<file path="src/rtl/efuse_macro_seq_pkg.sv">
// ============================================================================
// efuse_pkg -- shared constants and FSM encoding for the efuse macro sequencer
// Revision 1.0
// ============================================================================
`default_nettype none

package efuse_pkg;

  localparam int EFUSE_BITS = 256;
  localparam int EFUSE_DW   = 8;
  localparam int EFUSE_AW   = 8;

  typedef enum logic [3:0] {
    IDLE   = 4'd0,
    RD_SU  = 4'd1,
    RD_STB = 4'd2,
    RD_HLD = 4'd3,
    WR_CHK = 4'd4,
    WR_SU  = 4'd5,
    WR_PGM = 4'd6,
    WR_HLD = 4'd7,
    DONE   = 4'd8
  } state_t;

endpackage

`default_nettype wire

</file>
<file path="src/rtl/efuse_macro_seq_if.sv">
// ============================================================================
// efuse_macro_seq_if -- request/response bundle between efuse_rw_ctrl and the sequencer
// Revision 1.0
// ============================================================================
`default_nettype none

interface efuse_macro_seq_if #(
  parameter int NR = 64,
  parameter int NW = 64
);

  localparam int RSW = $clog2(efuse_pkg::EFUSE_BITS / NR);
  localparam int WSW = $clog2(efuse_pkg::EFUSE_BITS / NW);

  logic           read_start;
  logic [RSW-1:0] read_sel;
  logic           read_done;
  logic [NR-1:0]  read_data;
  logic           efuse_busy_read;
  logic           write_start;
  logic [WSW-1:0] write_sel;
  logic [NW-1:0]  write_data;
  logic           write_done;
  logic           efuse_busy_write;

  modport master (
    output read_start, read_sel, write_start, write_sel, write_data,
    input  read_done, read_data, efuse_busy_read, write_done, efuse_busy_write
  );

  modport slave (
    input  read_start, read_sel, write_start, write_sel, write_data,
    output read_done, read_data, efuse_busy_read, write_done, efuse_busy_write
  );

endinterface

`default_nettype wire

</file>
<file path="src/rtl/efuse_macro_seq_tcnt.sv">
// ============================================================================
// efuse_tcnt -- loadable saturating down-counter timing the macro pin phases
// Revision 1.0
// ============================================================================
`default_nettype none

module efuse_tcnt #(
  parameter int W = 8
) (
  input  wire logic         clk,
  input  wire logic         rst_n,
  input  wire logic         load,
  input  wire logic [W-1:0] load_val,
  input  wire logic         en,
  output logic              zero
);

  logic [W-1:0] cnt_q;

  always_ff @(posedge clk or negedge rst_n) begin
    if (!rst_n) begin
      cnt_q <= '0;
    end else if (load) begin
      cnt_q <= load_val;
    end else if (en && (cnt_q != '0)) begin
      cnt_q <= cnt_q - 1'b1;
    end
  end

  assign zero = (cnt_q == '0);

endmodule

`default_nettype wire

</file>
<file path="src/rtl/efuse_macro_seq.sv">
// ============================================================================
// efuse_macro_seq -- sequences word reads and bit programming on a 32x8 efuse macro
// Revision 1.0
// ============================================================================
`default_nettype none

module efuse_macro_seq
  import efuse_pkg::*;
#(
  parameter int NR    = 64,
  parameter int NW    = 64,
  parameter int T_SU  = 2,
  parameter int T_RD  = 4,
  parameter int T_PGM = 20,
  parameter int T_HLD = 2
) (
  input  wire logic                clk,
  input  wire logic                rst_n,
  efuse_macro_seq_if.slave         bus,
  output logic                     efuse_csb,
  output logic                     efuse_pgenb,
  output logic                     efuse_load,
  output logic                     efuse_strobe,
  output logic [EFUSE_AW-1:0]      efuse_addr,
  input  wire logic [EFUSE_DW-1:0] efuse_dout
);

  localparam int TMAX_A = (T_SU > T_RD) ? T_SU : T_RD;
  localparam int TMAX_B = (T_PGM > T_HLD) ? T_PGM : T_HLD;
  localparam int TMAX   = (TMAX_A > TMAX_B) ? TMAX_A : TMAX_B;
  localparam int TW     = $clog2(TMAX + 1);
  localparam int NWORDS = NR / EFUSE_DW;

  state_t              state_q, state_d;
  logic [EFUSE_AW-1:0] idx_q, idx_d, base_q, base_d, addr_d;
  logic [NW-1:0]       wdata_q, wdata_d;
  logic [NR-1:0]       rdata_q, rdata_d;
  logic                is_rd_q, is_rd_d;
  logic                csb_d, pgenb_d, load_d, strobe_d;
  logic                rdone_q, rdone_d, wdone_q, wdone_d;
  logic                busy_r_q, busy_r_d, busy_w_q, busy_w_d;
  logic                tm_load, tm_zero;
  logic [TW-1:0]       tm_val;
  logic                last_word, last_bit;

  efuse_tcnt #(.W(TW)) u_tcnt (
    .clk      (clk),
    .rst_n    (rst_n),
    .load     (tm_load),
    .load_val (tm_val),
    .en       (state_q != IDLE),
    .zero     (tm_zero)
  );

  assign last_word = (idx_q == EFUSE_AW'(NWORDS - 1));
  assign last_bit  = (idx_q == EFUSE_AW'(NW - 1));

  always_comb begin
    state_d = state_q;
    idx_d   = idx_q;
    base_d  = base_q;
    wdata_d = wdata_q;
    rdata_d = rdata_q;
    is_rd_d = is_rd_q;
    tm_load = 1'b0;
    tm_val  = '0;

    unique case (state_q)
      IDLE: begin
        if (bus.read_start) begin
          state_d = RD_SU;
          is_rd_d = 1'b1;
          idx_d   = '0;
          base_d  = EFUSE_AW'(bus.read_sel) * EFUSE_AW'(NWORDS);
          tm_load = 1'b1;
          tm_val  = TW'(T_SU - 1);
        end else if (bus.write_start) begin
          state_d = WR_CHK;
          is_rd_d = 1'b0;
          idx_d   = '0;
          base_d  = EFUSE_AW'(bus.write_sel) * EFUSE_AW'(NW);
          wdata_d = bus.write_data;
        end
      end
      RD_SU: if (tm_zero) begin
        state_d = RD_STB;
        tm_load = 1'b1;
        tm_val  = TW'(T_RD - 1);
      end
      RD_STB: if (tm_zero) begin
        for (int k = 0; k < NWORDS; k++) begin
          if (idx_q == EFUSE_AW'(k)) rdata_d[8*k +: 8] = efuse_dout;
        end
        state_d = RD_HLD;
        tm_load = 1'b1;
        tm_val  = TW'(T_HLD - 1);
      end
      RD_HLD: if (tm_zero) begin
        if (last_word) begin
          state_d = DONE;
        end else begin
          state_d = RD_SU;
          idx_d   = idx_q + 1'b1;
          tm_load = 1'b1;
          tm_val  = TW'(T_SU - 1);
        end
      end
      // Pending bits are shifted down so bit 0 is always the one under test.
      WR_CHK: begin
        if (wdata_q[0]) begin
          state_d = WR_SU;
          tm_load = 1'b1;
          tm_val  = TW'(T_SU - 1);
        end else if (last_bit) begin
          state_d = DONE;
        end else begin
          idx_d   = idx_q + 1'b1;
          wdata_d = wdata_q >> 1;
        end
      end
      WR_SU: if (tm_zero) begin
        state_d = WR_PGM;
        tm_load = 1'b1;
        tm_val  = TW'(T_PGM - 1);
      end
      WR_PGM: if (tm_zero) begin
        state_d = WR_HLD;
        tm_load = 1'b1;
        tm_val  = TW'(T_HLD - 1);
      end
      WR_HLD: if (tm_zero) begin
        if (last_bit) begin
          state_d = DONE;
        end else begin
          state_d = WR_CHK;
          idx_d   = idx_q + 1'b1;
          wdata_d = wdata_q >> 1;
        end
      end
      DONE:    state_d = IDLE;
      default: state_d = IDLE;
    endcase

    // Pins are derived from the next state so they leave the flops aligned with it.
    csb_d    = (state_d == IDLE) || (state_d == DONE);
    load_d   = state_d inside {RD_SU, RD_STB, RD_HLD};
    pgenb_d  = !(state_d inside {WR_SU, WR_PGM, WR_HLD});
    strobe_d = state_d inside {RD_STB, WR_PGM};
    addr_d   = (state_d == RD_SU || state_d == WR_SU) ? (base_d + idx_d) : efuse_addr;
    rdone_d  = (state_d == DONE) && is_rd_d;
    wdone_d  = (state_d == DONE) && !is_rd_d;
    busy_r_d = (state_d != IDLE) && is_rd_d;
    busy_w_d = (state_d != IDLE) && !is_rd_d;
  end

  always_ff @(posedge clk or negedge rst_n) begin
    if (!rst_n) begin
      state_q      <= IDLE;
      idx_q        <= '0;
      base_q       <= '0;
      wdata_q      <= '0;
      rdata_q      <= '0;
      is_rd_q      <= 1'b0;
      efuse_csb    <= 1'b1;
      efuse_pgenb  <= 1'b1;
      efuse_load   <= 1'b0;
      efuse_strobe <= 1'b0;
      efuse_addr   <= '0;
      rdone_q      <= 1'b0;
      wdone_q      <= 1'b0;
      busy_r_q     <= 1'b0;
      busy_w_q     <= 1'b0;
    end else begin
      state_q      <= state_d;
      idx_q        <= idx_d;
      base_q       <= base_d;
      wdata_q      <= wdata_d;
      rdata_q      <= rdata_d;
      is_rd_q      <= is_rd_d;
      efuse_csb    <= csb_d;
      efuse_pgenb  <= pgenb_d;
      efuse_load   <= load_d;
      efuse_strobe <= strobe_d;
      efuse_addr   <= addr_d;
      rdone_q      <= rdone_d;
      wdone_q      <= wdone_d;
      busy_r_q     <= busy_r_d;
      busy_w_q     <= busy_w_d;
    end
  end

  assign bus.read_done        = rdone_q;
  assign bus.read_data        = rdata_q;
  assign bus.efuse_busy_read  = busy_r_q;
  assign bus.write_done       = wdone_q;
  assign bus.efuse_busy_write = busy_w_q;

endmodule

`default_nettype wire

</file>
<file path="src/flat_wrapper.sv">
// flat-port wrapper written by rule: the top's interface ports become plain ports
module efuse_macro_seq_flat import efuse_pkg::*;
#(
  parameter int NR    = 64,
  parameter int NW    = 64,
  parameter int T_SU  = 2,
  parameter int T_RD  = 4,
  parameter int T_PGM = 20,
  parameter int T_HLD = 2
)
  (clk, rst_n, efuse_csb, efuse_pgenb, efuse_load, efuse_strobe, efuse_addr, efuse_dout, bus_read_start, bus_read_sel, bus_write_start, bus_write_sel, bus_write_data, bus_read_done, bus_read_data, bus_efuse_busy_read, bus_write_done, bus_efuse_busy_write);
  efuse_macro_seq_if #(.NR(NR), .NW(NW)) bus_i ();
  input  wire logic clk;
  input  wire logic rst_n;
  output logic efuse_csb;
  output logic efuse_pgenb;
  output logic efuse_load;
  output logic efuse_strobe;
  output logic [EFUSE_AW-1:0] efuse_addr;
  input  wire logic [EFUSE_DW-1:0] efuse_dout;
  input wire logic [$bits(bus_i.read_start)-1:0] bus_read_start;
  input wire logic [$bits(bus_i.read_sel)-1:0] bus_read_sel;
  input wire logic [$bits(bus_i.write_start)-1:0] bus_write_start;
  input wire logic [$bits(bus_i.write_sel)-1:0] bus_write_sel;
  input wire logic [$bits(bus_i.write_data)-1:0] bus_write_data;
  output wire logic [$bits(bus_i.read_done)-1:0] bus_read_done;
  output wire logic [$bits(bus_i.read_data)-1:0] bus_read_data;
  output wire logic [$bits(bus_i.efuse_busy_read)-1:0] bus_efuse_busy_read;
  output wire logic [$bits(bus_i.write_done)-1:0] bus_write_done;
  output wire logic [$bits(bus_i.efuse_busy_write)-1:0] bus_efuse_busy_write;
  assign bus_i.read_start = bus_read_start;
  assign bus_i.read_sel = bus_read_sel;
  assign bus_i.write_start = bus_write_start;
  assign bus_i.write_sel = bus_write_sel;
  assign bus_i.write_data = bus_write_data;
  assign bus_read_done = bus_i.read_done;
  assign bus_read_data = bus_i.read_data;
  assign bus_efuse_busy_read = bus_i.efuse_busy_read;
  assign bus_write_done = bus_i.write_done;
  assign bus_efuse_busy_write = bus_i.efuse_busy_write;
  efuse_macro_seq #(.NR(NR), .NW(NW), .T_SU(T_SU), .T_RD(T_RD), .T_PGM(T_PGM), .T_HLD(T_HLD)) u_core (.clk(clk), .rst_n(rst_n), .bus(bus_i), .efuse_csb(efuse_csb), .efuse_pgenb(efuse_pgenb), .efuse_load(efuse_load), .efuse_strobe(efuse_strobe), .efuse_addr(efuse_addr), .efuse_dout(efuse_dout));
endmodule
</file>
<file path="config.mk">
export PLATFORM = sky130hd
export DESIGN_NAME = efuse_macro_seq_flat
export DESIGN_NICKNAME = d
export VERILOG_FILES = /design/src/rtl/efuse_macro_seq_pkg.sv /design/src/rtl/efuse_macro_seq_if.sv /design/src/rtl/efuse_macro_seq_tcnt.sv /design/src/rtl/efuse_macro_seq.sv /design/src/flat_wrapper.sv
export SDC_FILE = /design/constraint.sdc
export NUM_CORES = 1
export LEC_CHECK = 0
export CAP_MARGIN = 20
export CORE_ASPECT_RATIO = 1.1
export CORE_MARGIN = 2
export CORE_UTILIZATION = 30
export CTS_CLUSTER_SIZE = 20
export DETAILED_ROUTE_END_ITERATION = 16
export HOLD_SLACK_MARGIN = 0.02
export PLACE_DENSITY = 0.62
export SLEW_MARGIN = 20
export SYNTH_ARGS = -nofsm -noshare
export SYNTH_HDL_FRONTEND = slang
export SYNTH_HIERARCHICAL = 1
export SYNTH_SLANG_ARGS = --single-unit
</file>
<file path="constraint.sdc">
create_clock -name clk -period 3.74 [get_ports clk]
set_input_delay 0.748 -clock clk [delete_from_list [all_inputs] [get_ports clk]]
set_output_delay 0.748 -clock clk [all_outputs]
set_load 0.1 [all_outputs]
</file>
==> flow_metrics.py <==
# Physical implementation metrics
metrics = {
    "clocking": {
        "cts-root-buf": "clkbuf_16",
        "path_clk_slew_ns": 0.08,
        "clock_path_buffers": 2,
        "cts_sinks": 170,
    },
    "worst_setup_path": {
        "worstPathCellList": "inv_1 > ha_2 > or4b_4 > inv_4 > and4b_1 > o211ai_1 > o21ai_1 > nand2b_1 > mux2_2 > ha_1 > inv_1 > fa_2 > nor2b_1 > o21ai_0 > nand2b_1 > a21o_1 > a21oi_2 > xor2_1 > o21ai_1",
        "timing.rr.end": "u_core/efuse_addr[6]$_DFFE_PN0P_",
        "r2r-start": "u_core/u_tcnt/cnt_q[1]$_DFFE_PN0P_",
        "crit_cells": 19,
        "critical-path-top-delay-family": "simple AND/OR/NAND/NOR gates",
        "ff2ff_path_depth": 19,
        "cp-end-kind": "register",
        "cp_max_fo": 4,
        "startpoint_type": "register",
    },
    "layout": {
        "fin_nets": 1011,
        "nMultiInputCombCells": 500,
        "nFillCells": 2497,
        "lay_top_cells": "168 x dfrtp_1, 158 x clkdlybuf4s50_1, 101 x nand2_1, 82 x o21ai_0",
        "flops": 170,
        "drive_gt1_frac": 0.190,
        "logic_area_um2": 3410,
        "flop_area_um2": 4260,
    },
    "route": {
        "routedWlPerCell_um": 16.5,
        "met2_length_um": 10000,
        "drtIter0Drc": 406,
        "drt_pre_antenna_iters": 5,
        "routed.top_layer": "met4",
    },
    "global_route": {
        "gr-total-overflow": 0,
        "top_usage_layer": "met2",
        "grt_pass1_vias": 6127,
        "grt_util_all_layers": 0.156,
        "use_met1": 0.212,
        "grt_pass1_wl_um": 33800,
        "grt_max_degree": 77,
    },
    "pwr": {
        "power_clock_uw": 1720,
        "p_seq_frac": 0.323,
        "intPower_uw": 4640,
        "clkPwrFrac": 0.205,
        "powerSeq_uw": 2700,
        "switching_share": 0.446,
        "finalPower_uw": 8370,
    },
    "synth": {
        "synth-main-ff-cell": "dfrtp_1",
        "edf_count": 0,
        "mux_area_frac": 0.0956,
        "ys_seq_frac": 0.541,
        "async_flop_share": 1.00,
        "ys_warn_count": 6,
        "yosys.area.top_type_share": 0.534,
        "ys_sh_aoi": 0.174,
        "yosys-stat-area_um2": 7880,
    },
    "floorplanning": {
        "dieArea_um2": 27600,
        "dieWidth_um": 158,
        "io_pins": 160,
        "core-area_um2": 26000,
    },
    "placed_design": {
        "hpwl_um": 14900,
        "dp_slack_ns": 0.0316,
        "dp.cells": 1241,
    },
    "outcome": {
        "status": "completed",
    },
    "timing": {
        "skew_ns": 0.0155,
        "worst_hold_slack_ns": 0.334,
    },
    "flow_run": {
        "max_cap_viol_count": 0,
    },
}
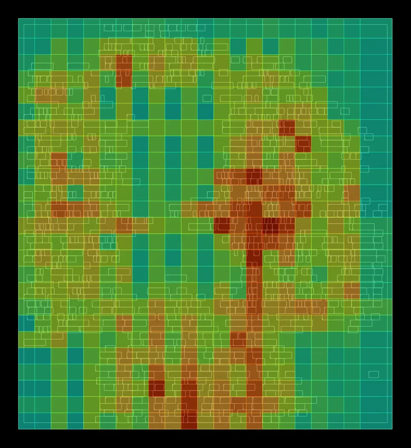
(images/congestion_map.png)
fin util: 0.414
GRT met3 Usage: 0.0424
met2 usage: 0.246

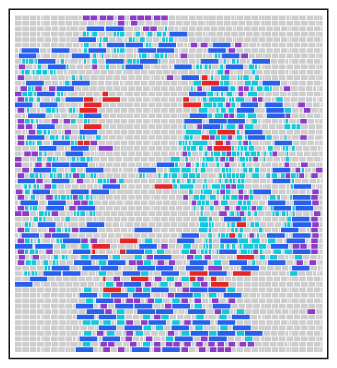
(images/class_map.png)
Scale: 2 px per um. Fill, decap, tap and diode cells in grey.
clock drivers and dummy loads -> red  # cells 32, share of their area 5.5%
remaining buffers and delay cells -> purple  # cells 210, share of their area 19%
registers -> blue  # cells 170, share of their area 41%
remaining logic cells -> cyan  # cells 519, share of their area 34%
Final Cell Area: 10800 um^2
num rows: 62

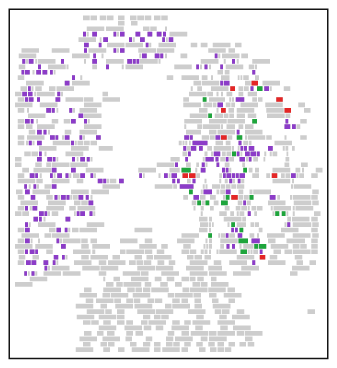
(images/gates.png)
Scale: 2 px per um.
non-inverting ao/oa cells -> red  # cells 11
aoi and oai cells -> purple  # cells 201
and/or cells -> green  # cells 23
fin cells: 1283
Top cell excl fill/tap: dfrtp_1

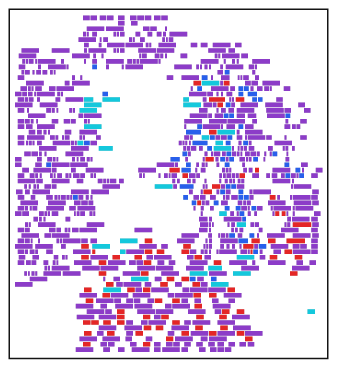
(images/sizing.png)
Scale: 2 px per um.
x1 and smaller -> purple  # cells 754, most used dfrtp_1
x3 and x4 -> blue  # cells 63, most used buf_4
x2 -> red  # cells 86, most used mux2_2
x6 and larger -> cyan  # cells 28, most used clkbuf_16
area added between synthesis and finish: 36.5%
Non-clock buffers: 210
final setup margin: 0.135 ns

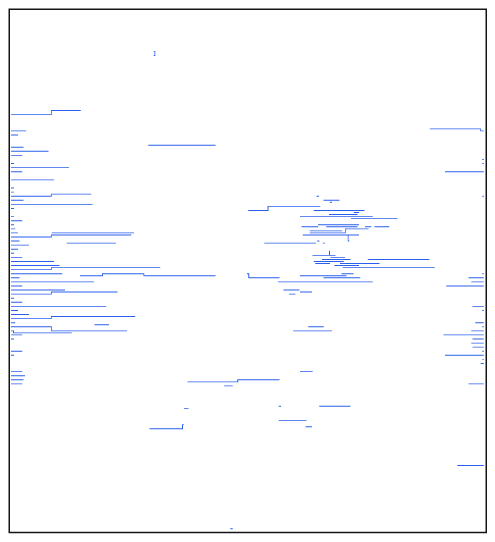
(images/m3.png)
Scale: 3 px per um.
wire length on this layer = 1280 um
longest straight run = 36.1 um
overall routed net length: 21100 um
DR vias: 6290

Power is estimated from default activity; no workload was simulated.
